File: config.mk
export PLATFORM = sky130hd
export DESIGN_NAME = wcu_button_conditioner
export DESIGN_NICKNAME = d
export VERILOG_FILES = /design/src/rtl/wcu_pkg.sv /design/src/rtl/wcu_btn_channel.sv /design/src/rtl/wcu_button_conditioner.sv
export SDC_FILE = /design/constraint.sdc
export NUM_CORES = 1
export LEC_CHECK = 0
export CORE_AREA = 5 5 42 44
export DETAILED_ROUTE_END_ITERATION = 12
export DIE_AREA = 0 0 47 49
export GPL_TIMING_DRIVEN = 0
export MAX_ROUTING_LAYER = met4
export PLACE_DENSITY = 0.81
export SLEW_MARGIN = 10
export SYNTH_ARGS = -nofsm -noshare
export SYNTH_HDL_FRONTEND = slang
export SYNTH_SLANG_ARGS = --single-unit
File: constraint.sdc
create_clock -name clk -period 3.7 [get_ports clk]
set_input_delay 0.925 -clock clk [delete_from_list [all_inputs] [get_ports clk]]
set_output_delay 0.925 -clock clk [all_outputs]
set_load 0.01 [all_outputs]
File: src/rtl/wcu_pkg.sv
// Shared types and constants for the crosswalk control unit.
// Holds the button channel FSM state encoding and the default debounce length.
package wcu_pkg;

    // Channel state: IDLE (db=0,s=0), ARMING (db=0,s=1),
    // PRESSED (db=1,s=1), RELEASING (db=1,s=0).
    typedef enum logic [1:0] {
        BTN_IDLE,
        BTN_ARMING,
        BTN_PRESSED,
        BTN_RELEASING
    } btn_state_t;

    // Consecutive stable synchronised samples needed to accept a level change.
    localparam int DEBOUNCE_CYCLES_DEFAULT = 16;

endpackage

File: src/rtl/wcu_btn_channel.sv
// One pedestrian button channel: 2-flop synchroniser, debounce counter,
// channel FSM and press-request latch.
// Ports: clk, reset (async active-low), raw (async button), clr (sync
// request clear), req (latched request flop), db (debounced level flop).
module wcu_btn_channel
    import wcu_pkg::*;
#(
    parameter int DEBOUNCE_CYCLES = DEBOUNCE_CYCLES_DEFAULT
) (
    input  logic clk,
    input  logic reset,
    input  logic raw,
    input  logic clr,
    output logic req,
    output logic db
);

    localparam int CW = $clog2(DEBOUNCE_CYCLES + 1);
    localparam logic [CW-1:0] LAST = CW'(DEBOUNCE_CYCLES - 1);

    logic          s_meta;
    logic          s;
    logic [CW-1:0] cnt;
    btn_state_t    state;
    logic          done;
    logic          press;

    // done: this edge is the one whose increment would reach the limit,
    // so db toggles now and the counter restarts.
    assign done  = (s != db) && (cnt == LAST);
    // Only the rising debounced transition is a press event.
    assign press = done && !db;

    always_ff @(posedge clk or negedge reset) begin
        if (!reset) begin
            s_meta <= 1'b0;
            s      <= 1'b0;
            cnt    <= '0;
            db     <= 1'b0;
            req    <= 1'b0;
            state  <= BTN_IDLE;
        end else begin
            s_meta <= raw;
            s      <= s_meta;

            if (s == db || done) begin
                cnt <= '0;
            end else begin
                cnt <= cnt + CW'(1);
            end

            if (done) begin
                db <= ~db;
            end

            // Set has priority so a press coinciding with a clear survives.
            if (press) begin
                req <= 1'b1;
            end else if (clr) begin
                req <= 1'b0;
            end

            // With a one-sample debounce the count completes on the
            // first mismatching edge, so IDLE/PRESSED may skip ahead.
            unique case (state)
                BTN_IDLE: begin
                    if (s) begin
                        state <= done ? BTN_PRESSED : BTN_ARMING;
                    end
                end
                BTN_ARMING: begin
                    if (!s) begin
                        state <= BTN_IDLE;
                    end else if (done) begin
                        state <= BTN_PRESSED;
                    end
                end
                BTN_PRESSED: begin
                    if (!s) begin
                        state <= done ? BTN_IDLE : BTN_RELEASING;
                    end
                end
                BTN_RELEASING: begin
                    if (s) begin
                        state <= BTN_PRESSED;
                    end else if (done) begin
                        state <= BTN_IDLE;
                    end
                end
                default: state <= BTN_IDLE;
            endcase
        end
    end

endmodule

File: src/rtl/wcu_button_conditioner.sv
// Front-end conditioner for the two pedestrian push buttons P and Q.
// Ports: clk, reset (async active-low), p_raw/q_raw (async buttons),
// p_clr/q_clr (sync request clears), p/q (latched requests),
// p_db/q_db (debounced levels). All outputs are flop outputs.
module wcu_button_conditioner
    import wcu_pkg::*;
#(
    parameter int DEBOUNCE_CYCLES = DEBOUNCE_CYCLES_DEFAULT
) (
    input  logic clk,
    input  logic reset,
    input  logic p_raw,
    input  logic q_raw,
    input  logic p_clr,
    input  logic q_clr,
    output logic p,
    output logic q,
    output logic p_db,
    output logic q_db
);

    wcu_btn_channel #(
        .DEBOUNCE_CYCLES(DEBOUNCE_CYCLES)
    ) p_chan_inst (
        .clk   (clk),
        .reset (reset),
        .raw   (p_raw),
        .clr   (p_clr),
        .req   (p),
        .db    (p_db)
    );

    wcu_btn_channel #(
        .DEBOUNCE_CYCLES(DEBOUNCE_CYCLES)
    ) q_chan_inst (
        .clk   (clk),
        .reset (reset),
        .raw   (q_raw),
        .clr   (q_clr),
        .req   (q),
        .db    (q_db)
    );

endmodule

==> Slide: Implementation Results, run 1 <==
Run Summary

Status
  – Status: completed

Clocking
  – CTS H-tree lvls: 1
  – CTS tree: done
  – Longest Clk Path Bufs: 2
  – Clock latency on the worst-skew pair: 0.29 ns
  – Worst-path clk slew: 0.10 ns

Floorplan
  – I/O pins: 10
  – Die area: 0.002303 mm²
  – Die W: 47 µm
  – Core area: 0.001401 mm²

Worst setup path
  – CP arrival: 1.26 ns
  – Crit Path Max Fanout: 4
  – CP Capture Type: output pin
  – FF-to-FF setup slack: 2.28 ns
  – CP delay by family, top: buffers and inverters
  – Worst reg2reg path depth: 5

Placement
  – Port bufs: 9
  – Placed cell count: 83
  – Gpl congestion: 0.7008

Hold path
  – Worst Hold End: q_chan_inst.s$_DFF_PN0_

STA
  – Setup TNS: 0 ns
  – PnR worst setup slack: 1.514 ns
  – Final Hold Fails: 0
  – Max Freq: 457.5 MHz
  – Skew final: 0.002981 ns
  – RSZ-0062 raised after global routing: false
  – Slew headroom: 0.4835

Yosys
  – Post-Syn Area: 685.7 µm²
  – Cells after synthesis: 58
  – Unique cell types: 12
  – Register area share after synthesis: 0.6569
  – Net count after synthesis: 68
  – Ys Warns: 0

Global route
  – Largest net degree at the start of global routing: 19
  – First-pass GRT wire length: 1.642 mm
  – Total gr overflow: 0
  – Vias in the first global route: 400

Run
  – OpenROAD warning count: 26

Finish
  – # fillers: 115
  – Final net count: 82
  – Area added between synthesis and finish: 21.35%
  – Share of post-route cells with drive strength above 1: 0.05634

Pwr
  – P_leak: 0.4025 nW

Drt
  – Routed Antenna Nets: 0
==> run 1: flip-flops by register name, indices dropped and copies added (netlist names) <==
name,cells
p_chan_inst.s,1
q_chan_inst.db,1
p_chan_inst.cnt,5
q_chan_inst.req,1
q_chan_inst.cnt,5
p_chan_inst.db,1
q_chan_inst.s,1
p_chan_inst.req,1
q_chan_inst.s_meta,1
p_chan_inst.s_meta,1
==> run 1: layout make-up <==
type	count	area, µm²	share of cell area
Clock buffer	4	36.28	0.04361
Multi-Input combinational cell	32	205.2	0.2466
Inverter	8	30.03	0.03609
Timing Repair Buffer	9	90.09	0.1083
Sequential cell	18	450.4	0.5414
Tap cell	16	20.02	0.02406
==> run 1: cells in the mapped netlist <==
library cell	number	area (µm²)
o22ai_1	2	12.51
nand2b_1	2	12.51
nand2_1	2	7.510
dfrtp_1	18	450.4
inv_1	8	30.03
xnor2_1	2	17.52
o21ai_0	2	10.01
and3_1	2	12.51
nor2_1	10	37.54
nand3_1	2	10.01
xor2_1	4	35.03
ha_1	4	50.05
==> run 1: through the flow <==
step	utilization	hold slack, ns	power (mW)
global route	0.5938	0.3853	0.3679
finish	0.5938	0.3562	0.3463
CTS	0.5938	0.3581	0.3536
detailed placement	0.5679	0.3347	0.2332
global placement	0.5679	0.3327	0.2322
floorplan	-	0.3312	0.2218
==> run 1: worst max-delay path by stage <==
stage,startpoint,end,slack (ns),cells past startpoint
2_1_floorplan,p_chan_inst.db$_DFFE_PN0P_,p_db,2.36,0
3_3_place_gp,reset,p_chan_inst.cnt[3]$_DFF_PN0_,1.78,1
3_5_place_dp,reset,p_chan_inst.req$_DFFE_PN0P_,1.76,1
4_1_cts,q_chan_inst.db$_DFFE_PN0P_,q_db,1.47,1
5_1_grt,q_chan_inst.db$_DFFE_PN0P_,q_db,1.43,1
6_report,q_chan_inst.db$_DFFE_PN0P_,q_db,1.51,1
==> run 1: where the power goes <==
group          internal (mW)  leakage (nW)  switching (mW)
registers              0.204         0.237         0.00468
clock network         0.0599        0.0210          0.0576
logic                 0.0100         0.144          0.0101
==> run 1: metal layers <==
metal | wire length (µm) | GRT usage | part of all wire
met5 | 0 | - | 0
met4 | 12 | 0.1106 | 0.013
met3 | 60 | 0.03321 | 0.065
met2 | 433 | 0.1516 | 0.47
met1 | 418 | 0.1167 | 0.45
==> run 1: logic make-up (layout without fill, tap and decap cells) <==
group | count (synthesis) | after routing | share of synthesized area
compound gates | 4 | 4 | 0.03284
xor+xnor | 6 | 6 | 0.07664
fa+ha+maj | 4 | 4 | 0.07300
buf+inv | 8 | 21 | 0.04380
flops | 18 | 18 | 0.6569
simple gates | 18 | 18 | 0.1168
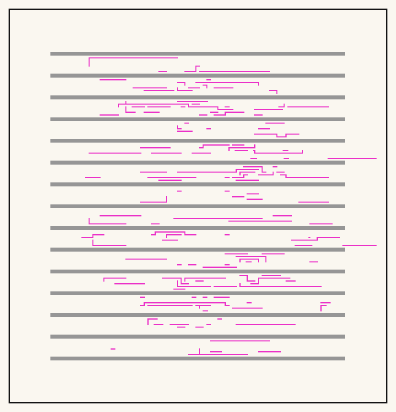
Fig. 1. Metal 1 (run 1).
(8 px per µm) Supply wires on this layer in gray.
- wire length on this layer: 419 µm
- longest straight run: 11.0 µm
- share of all routed wire: 45%
- nets with wire on the layer: 72
- main direction: horizontal
total wire length: 924 µm
routed vias: 400

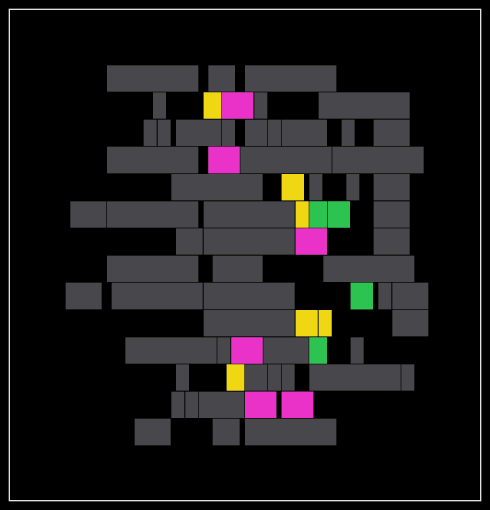
Fig. 2. Logic cells by family (run 1).
(10 px per µm)
- green: inverting AOI/OAI gates (cells 4)
- yellow: NAND gates (cells 6; where middle)
- magenta: XOR/XNOR gates (cells 6)
Comb area share: 0.2466
Finished Layout Cells: 87
most frequent logic cell in the layout: dfrtp_1

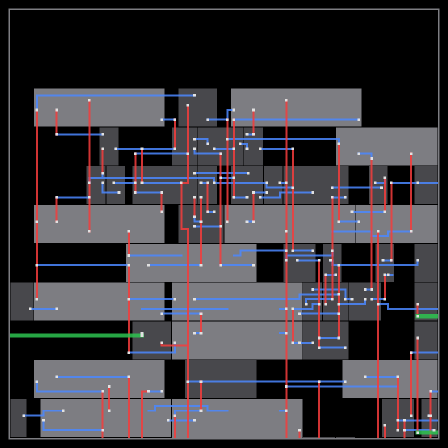
Fig. 3. Close-up of the layout (run 1).
Region (8, 19) to (38, 49) µm. Cells in gray, sequential cells in the stronger gray; small squares are vias.
- green: metal 3
- red: metal 2
- blue: metal 1
- netlist names of flops here include: p_chan_inst.cnt (5)
- cells with their middle in the window: 39
- sequential cells in the window: 14
- most frequent: dfrtp_1 (14), inv_1 (5), nor2_1 (5)

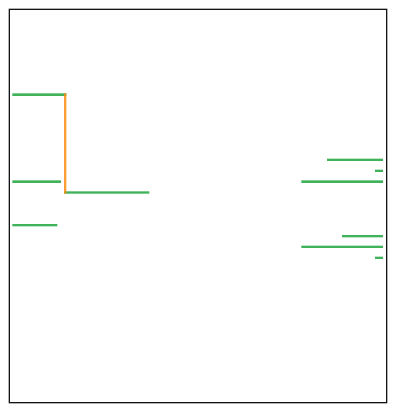
Fig. 4. Wiring by layer (run 1).
(8 px per µm) Two of the layers only.
- green: metal 3 (wire length 60.5 µm)
- orange: metal 4 (wire length 12.2 µm)
Tot GR Track Use: 0.1104
WL/cell: 10.62 µm

## Run 2: what changed since run 1
--- a/config.mk
+++ b/config.mk
@@ -5,12 +5,12 @@
 export SDC_FILE = /design/constraint.sdc
 export NUM_CORES = 1
 export LEC_CHECK = 0
-export CORE_AREA = 5 5 42 44
+export CORE_MARGIN = 5
+export CORE_UTILIZATION = 45
 export DETAILED_ROUTE_END_ITERATION = 12
-export DIE_AREA = 0 0 47 49
 export GPL_TIMING_DRIVEN = 0
 export MAX_ROUTING_LAYER = met4
-export PLACE_DENSITY = 0.81
+export PLACE_DENSITY = 0.76
 export SLEW_MARGIN = 10
 export SYNTH_ARGS = -nofsm -noshare
 export SYNTH_HDL_FRONTEND = slang
==> constraint.sdc (replaced) <==
create_clock -name clk -period 1.95 [get_ports clk]
set_input_delay 0.4875 -clock clk [delete_from_list [all_inputs] [get_ports clk]]
set_output_delay 0.4875 -clock clk [all_outputs]
set_load 0.01 [all_outputs]
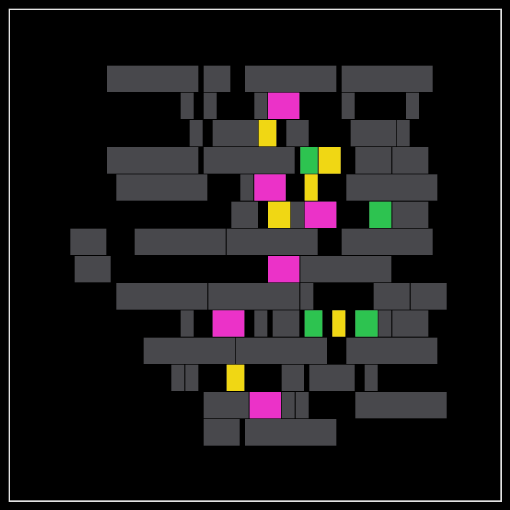
Fig. 5. Logic cells by family (run 2).
(10 px per µm)
- yellow: NAND gates (cells 6)
- magenta: XOR/XNOR gates (cells 6)
- green: inverting AOI/OAI gates (cells 4)
Finished Layout Cells: 86
Comb area share: 0.2508

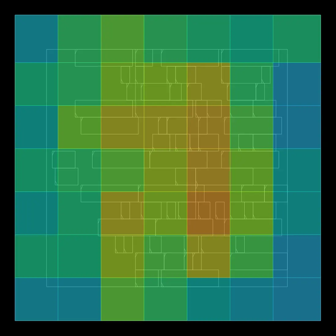
Fig. 6. Routing congestion (run 2).
met3 GRT Util: 0.02446
Top Usage Layer GRT: met2
M1 GR Usage: 0.1223
WL/cell: 11.14 µm

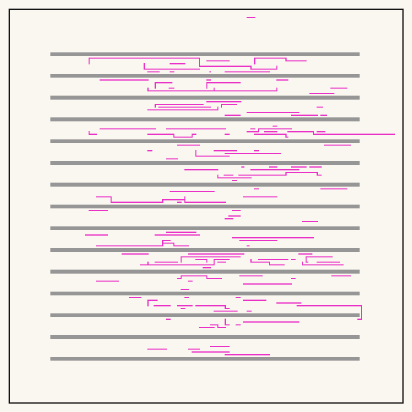
Fig. 7. Metal 1 (run 2).
(8 px per µm) Supply wires on this layer in gray.
- wire length on this layer: 459 µm
- longest straight run: 16.1 µm
total wire length: 958 µm
routed vias: 405

==> Slide: Implementation Results, run 2 <==
Run Summary

Status
  – Status: completed

Pwr
  – Share of power burned in registers: 0.647 (+0.044)
  – Final Power: 0.6128 mW (+77%)
  – Net Sw Power: 0.1347 mW (+86%)
  – Sw frac: 0.2198 (+0.01094)

Finish
  – Most frequent logic cell in the layout: dfrtp_1
  – Util after Layout: 0.5561 (-0.03763)
  – Share of post-route cells with drive strength above 1: 0.04286 (-0.01348)
  – Leading registers by flop count: p_chan_inst.cnt (5), q_chan_inst.cnt (5)
  – Area added between synthesis and finish: 19.34%

STA
  – Hold Slack: 0.3616 ns (+0.005420 ns)
  – RSZ-0062 raised after global routing: false
  – Final Hold Fails: 0 (unchanged)
  – Setup TNS: 0 ns (unchanged)
  – Slew headroom: 0.4822 (-0.001209)
  – PnR worst setup slack: 0.2172 ns (-1.297 ns)

Worst setup path
  – Crit Path Max Fanout: 4 (unchanged)
  – CP Capture Type: output pin
  – Cell depth of the worst setup path: 1 (unchanged)

Global route
  – Total gr overflow: 0 (unchanged)
  – Vias in the first global route: 383 (-4.3%)

Yosys
  – Register area share after synthesis: 0.6569 (unchanged)
  – Number of enable flip-flop cells: 0 (unchanged)
  – Cells after synthesis: 58 (unchanged)
  – Synth cell count leaders: dfrtp_1, nor2_1, inv_1, ha_1, xor2_1
  – Yosys top cell area share: 0.6569 (unchanged)

Placement
  – Placed cell count: 83 (unchanged)

Clocking
  – Longest Clk Path Bufs: 2 (unchanged)
-- run 2: cell counts after synthesis --
No cell type changed its count.
-- run 2: cell families (layout without fill, tap and decap cells) --
group,Yosys count,count (layout),share of synthesized area
AND/OR/NAND/NOR,18,18,0.1168
AND-OR/OR-AND,4,4,0.03284
flip-flops,18,18,0.6569
adder cells (fa/ha/maj),4,4,0.07300
buffers and inverters,8,20,0.04380
XOR/XNOR,6,6,0.07664
-- run 2: worst paths after layout --
path                                               from                           end  slack, ns
min                        p_chan_inst.s_meta$_DFF_PN0_       p_chan_inst.s$_DFF_PN0_       0.36
max                          q_chan_inst.db$_DFFE_PN0P_                          q_db       0.22
min reg2reg                p_chan_inst.s_meta$_DFF_PN0_       p_chan_inst.s$_DFF_PN0_       0.36
max in group asynchronous                         reset   q_chan_inst.req$_DFFE_PN0P_       0.82
min in group asynchronous                         reset  q_chan_inst.cnt[0]$_DFF_PN0_       0.65
max reg2reg                q_chan_inst.cnt[0]$_DFF_PN0_  q_chan_inst.cnt[2]$_DFF_PN0_       0.51
-- run 2: power by group through the flow --
stage                     sequential [mW]  clock [mW]  combinational, mW
after floorplan                     0.402           0             0.0190
after CTS                           0.397       0.186             0.0401
after global routing                0.399       0.204             0.0446
final                               0.396       0.178             0.0386
after detailed placement            0.404           0             0.0397
after global placement              0.403           0             0.0381
-- run 2: layer usage --
metal / global-route usage / vias to the layer above / part of all wire
met5: - / - / 0
met1: 0.1223 / 188 / 0.48
met4: 0.08072 / 0 / 0.014
met3: 0.02446 / 2 / 0.055
li1: - / 205 / -
met2: 0.1283 / 10 / 0.45
-- run 2: area by class of cell --
| cell class | count | share of cell area |
|---|---|---|
| clock buffer | 3 | 0.02752 |
| timing repair buffer | 9 | 0.1101 |
| sequential | 18 | 0.5505 |
| multi-input combinational | 32 | 0.2508 |
| tap | 16 | 0.02446 |
| inverter | 8 | 0.03670 |
Power figures rest on the tool's default switching activity, not on a simulated workload.
